### src/rtl/mem_stage_responder.sv
// MEM-stage responder: runs one load/store on a byte-enabled synchronous RAM
// with fixed read latency and returns a one-cycle ack with extended data or err.
module mem_stage_responder #(
  parameter int ADDR_W = 14,
  parameter int RD_LAT = 2
) (
  input  logic              clk,
  input  logic              reset_n,
  input  logic              req,
  input  logic              req_we,
  input  logic [2:0]        req_funct3,
  input  logic [31:0]       req_addr,
  input  logic [31:0]       req_wdata,
  output logic              busy,
  output logic              ack,
  output logic              err,
  output logic [31:0]       rdata,
  output logic [ADDR_W-1:0] ram_addr,
  output logic              ram_we,
  output logic [3:0]        ram_be,
  output logic [31:0]       ram_wdata,
  input  logic [31:0]       ram_rdata
);

  typedef enum logic [2:0] {S_IDLE, S_ISSUE, S_WAIT, S_DONE, S_ERR} state_t;

  // The counter only has to reach RD_LAT-1: the ISSUE cycle counts as the first.
  localparam int CNT_W = (RD_LAT < 2) ? 1 : $clog2(RD_LAT);
  localparam logic [CNT_W-1:0] CNT_LAST = CNT_W'(RD_LAT - 1);

  state_t           r_state;
  logic [CNT_W-1:0] r_cnt;
  logic             r_we;
  logic [2:0]       r_f3;
  logic [1:0]       r_off;

  logic w_ok;
  logic w_unused_addr;

  function automatic logic f3_legal(input logic we, input logic [2:0] f3);
    case (f3)
      3'b000, 3'b001, 3'b010: return 1'b1;
      3'b100, 3'b101:         return !we;
      default:                return 1'b0;
    endcase
  endfunction

  function automatic logic misaligned(input logic [2:0] f3, input logic [1:0] off);
    return ((f3[1:0] == 2'b01) && off[0]) || ((f3[1:0] == 2'b10) && (off != 2'b00));
  endfunction

  function automatic logic [3:0] store_be(input logic [2:0] f3, input logic [1:0] off);
    case (f3[1:0])
      2'b00:   return 4'b0001 << off;
      2'b01:   return 4'b0011 << off;
      default: return 4'b1111;
    endcase
  endfunction

  function automatic logic [31:0] store_data(input logic [2:0] f3, input logic [31:0] wd);
    case (f3[1:0])
      2'b00:   return {4{wd[7:0]}};
      2'b01:   return {2{wd[15:0]}};
      default: return wd;
    endcase
  endfunction

  function automatic logic [31:0] load_extend(input logic [2:0] f3, input logic [1:0] off,
                                              input logic [31:0] word);
    logic [7:0]  b;
    logic [15:0] h;
    case (off)
      2'd0:    b = word[7:0];
      2'd1:    b = word[15:8];
      2'd2:    b = word[23:16];
      default: b = word[31:24];
    endcase
    h = off[1] ? word[31:16] : word[15:0];
    // funct3[2] distinguishes the unsigned variants (LBU/LHU)
    case (f3[1:0])
      2'b00:   return {{24{~f3[2] & b[7]}}, b};
      2'b01:   return {{16{~f3[2] & h[15]}}, h};
      default: return word;
    endcase
  endfunction

  assign w_ok          = f3_legal(req_we, req_funct3) && !misaligned(req_funct3, req_addr[1:0]);
  assign w_unused_addr = ^req_addr[31:ADDR_W+2];

  always_ff @(posedge clk) begin
    if (!reset_n) begin
      r_state   <= S_IDLE;
      r_cnt     <= '0;
      r_we      <= 1'b0;
      r_f3      <= 3'b000;
      r_off     <= 2'b00;
      busy      <= 1'b0;
      ack       <= 1'b0;
      err       <= 1'b0;
      rdata     <= '0;
      ram_addr  <= '0;
      ram_we    <= 1'b0;
      ram_be    <= 4'b0000;
      ram_wdata <= '0;
    end else begin
      ram_we <= 1'b0;
      ack    <= 1'b0;
      err    <= 1'b0;
      case (r_state)
        S_IDLE: begin
          if (req) begin
            busy  <= 1'b1;
            r_we  <= req_we;
            r_f3  <= req_funct3;
            r_off <= req_addr[1:0];
            r_cnt <= '0;
            if (!w_ok) begin
              r_state <= S_ERR;
              ack     <= 1'b1;
              err     <= 1'b1;
            end else begin
              // RAM strobes are registered here so they appear in the ISSUE cycle
              r_state  <= S_ISSUE;
              ram_addr <= req_addr[ADDR_W+1:2];
              ram_we   <= req_we;
              if (req_we) begin
                ram_be    <= store_be(req_funct3, req_addr[1:0]);
                ram_wdata <= store_data(req_funct3, req_wdata);
              end
            end
          end
        end
        S_ISSUE, S_WAIT: begin
          if (r_we) begin
            r_state <= S_DONE;
            ack     <= 1'b1;
          end else if (r_cnt == CNT_LAST) begin
            rdata   <= load_extend(r_f3, r_off, ram_rdata);
            ack     <= 1'b1;
            r_state <= S_DONE;
          end else begin
            r_cnt   <= r_cnt + 1'b1;
            r_state <= S_WAIT;
          end
        end
        S_DONE, S_ERR: begin
          busy    <= 1'b0;
          r_state <= S_IDLE;
        end
        default: begin
          busy    <= 1'b0;
          r_state <= S_IDLE;
        end
      endcase
    end
  end

endmodule

### config.mk
export PLATFORM = sky130hd
export DESIGN_NAME = mem_stage_responder
export DESIGN_NICKNAME = d
export VERILOG_FILES = /design/src/rtl/mem_stage_responder.sv
export SDC_FILE = /design/constraint.sdc
export NUM_CORES = 1
export LEC_CHECK = 0
export CORE_UTILIZATION = 40
export CTS_CLUSTER_SIZE = 16
export DETAILED_ROUTE_END_ITERATION = 16
export GPL_TIMING_DRIVEN = 0
export PLACE_DENSITY = 0.79
export SETUP_SLACK_MARGIN = 0.1
export SLEW_MARGIN = 20
export SYNTH_ARGS = -nofsm -noshare
export SYNTH_HDL_FRONTEND = slang
export SYNTH_SLANG_ARGS = --single-unit
### constraint.sdc
create_clock -name clk -period 3.5 [get_ports clk]
set_input_delay 0.7 -clock clk [delete_from_list [all_inputs] [get_ports clk]]
set_output_delay 0.7 -clock clk [all_outputs]
set_load 0.01 [all_outputs]
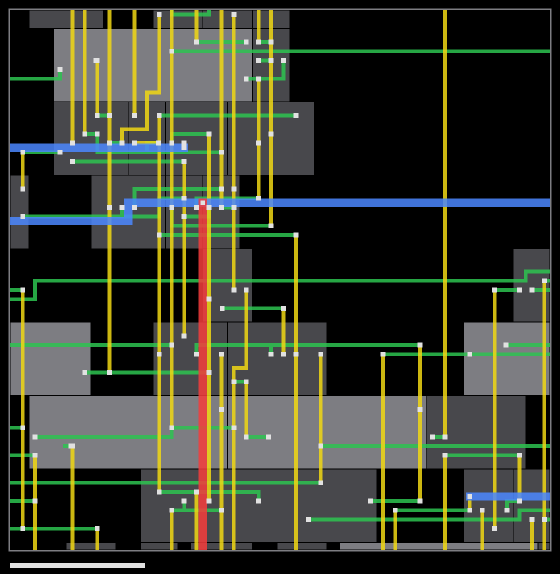
Figure 1: layout detail.
Scale bar: 5 um. Region (43, 65) to (63, 85) um. Cells in grey, sequential cells in the stronger grey; small squares are vias.
metal 1: marked green. metal 2: marked yellow. metal 4: marked red. metal 3: marked blue.
18 logic cells have their middle in the window. Most frequent: dfxtp_1 (3), nor2_1 (2), nand2_1 (2). Sequential cells in the window: 3.

==> reports/qor.txt <==
status = finished, final reports clean
Net Sw Power = 0.715 mW
metal3 WL = 1620 um
Worst VDD drop = 0.000243 V
Cells after Synth = 503
Crit path largest cell delay = 620 ps
total number of vias = 4584
Total Routing Usage GR = 0.251
dpl ws = 510 ps
Flop pwr share = 0.463
Area after DPL = 0.00628 sq mm
PwrDens = 390 mW/mm^2
Final #Nets = 787
met2 WL post-DR = 6690 um
yosys simple share = 0.170
Reg2Reg Depth = 6
clk pwr = 0.860 mW
Hold EP = busy$_SDFFE_PN0P_
Final Power = 2.54 mW
postcts setup bufs = 0
Hold WS = 461 ps
Tmin final = 2630 ps
max_cap viols = 0
pins over their slew limit = 0
Synth Warn # = 0
initial antenna violation count = 0
post-synth tally of flip-flops with integrated enable = 0
Placed Cells = 809
met1 GRT Util = 0.303
sequential power = 1.17 mW
Synth cell types = 44
Overflow after GRT = 0
Critical Path Source Type = input pin
GP Congestion = 0.881
RSZ-0062 raised after global routing = no
die extent in x = 107 um
Top Metal Used = met4
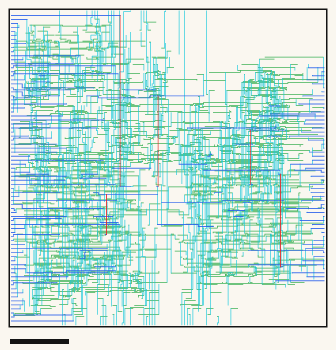
Figure 2: metal layers overlaid.
Scale bar: 20 um.
metal 4: marked red, wire length 152 um. metal 2: marked cyan, wire length 6690 um. metal 3: marked blue, wire length 1620 um. metal 1: marked green, wire length 5960 um.

[worst max-delay path by stage]
stage                      from                          to  cells past startpoint  slack (ps)
global placement    req_addr[1]   ram_wdata[9]$_SDFFE_PN0P_                      6         580
detailed placement  req_addr[1]   ram_wdata[2]$_SDFFE_PN0P_                      7         510
CTS                 req_addr[1]   ram_wdata[2]$_SDFFE_PN0P_                      7         910
global route        req_addr[1]   ram_wdata[2]$_SDFFE_PN0P_                      7         690
finish              req_addr[1]   ram_wdata[0]$_SDFFE_PN0P_                      7         870
floorplan           req_addr[0]  ram_wdata[11]$_SDFFE_PN0P_                      6        1390
[cell type report]
class / instances / area share
sequential: 96 / 0.295
clock inverter: 7 / 0.0167
tap: 136 / 0.0261
inverter: 4 / 0.00231
clock buffer: 9 / 0.0190
timing repair buffer: 170 / 0.261
multi-input combinational: 359 / 0.352
buffer: 44 / 0.0269
[cells in the final DEF (no fill, tap or decap), types with 3 or more instances in the layout]
master | netlist | routed
mux2_2 | 8 | 8
nor3_1 | 3 | 3
clkbuf_1 | 32 | 32
a311oi_1 | 11 | 11
a31oi_1 | 7 | 7
nor2b_1 | 3 | 3
o21ai_0 | 66 | 66
a21oi_1 | 11 | 11
buf_2 | 5 | 5
a211oi_1 | 9 | 9
nand3_1 | 23 | 23
buf_1 | 6 | 6
clkdlybuf4s50_1 | 0 | 170
dfxtp_1 | 96 | 96
nor2_1 | 28 | 28
a22oi_1 | 6 | 6
o2111ai_1 | 8 | 8
o21bai_1 | 3 | 3
o221a_2 | 8 | 8
and2_1 | 16 | 16
mux2i_1 | 34 | 34
nand2_1 | 68 | 68
a22o_1 | 21 | 21
clkbuf_8 | 0 | 9
inv_1 | 3 | 3
Power is estimated from default activity; no workload was simulated.
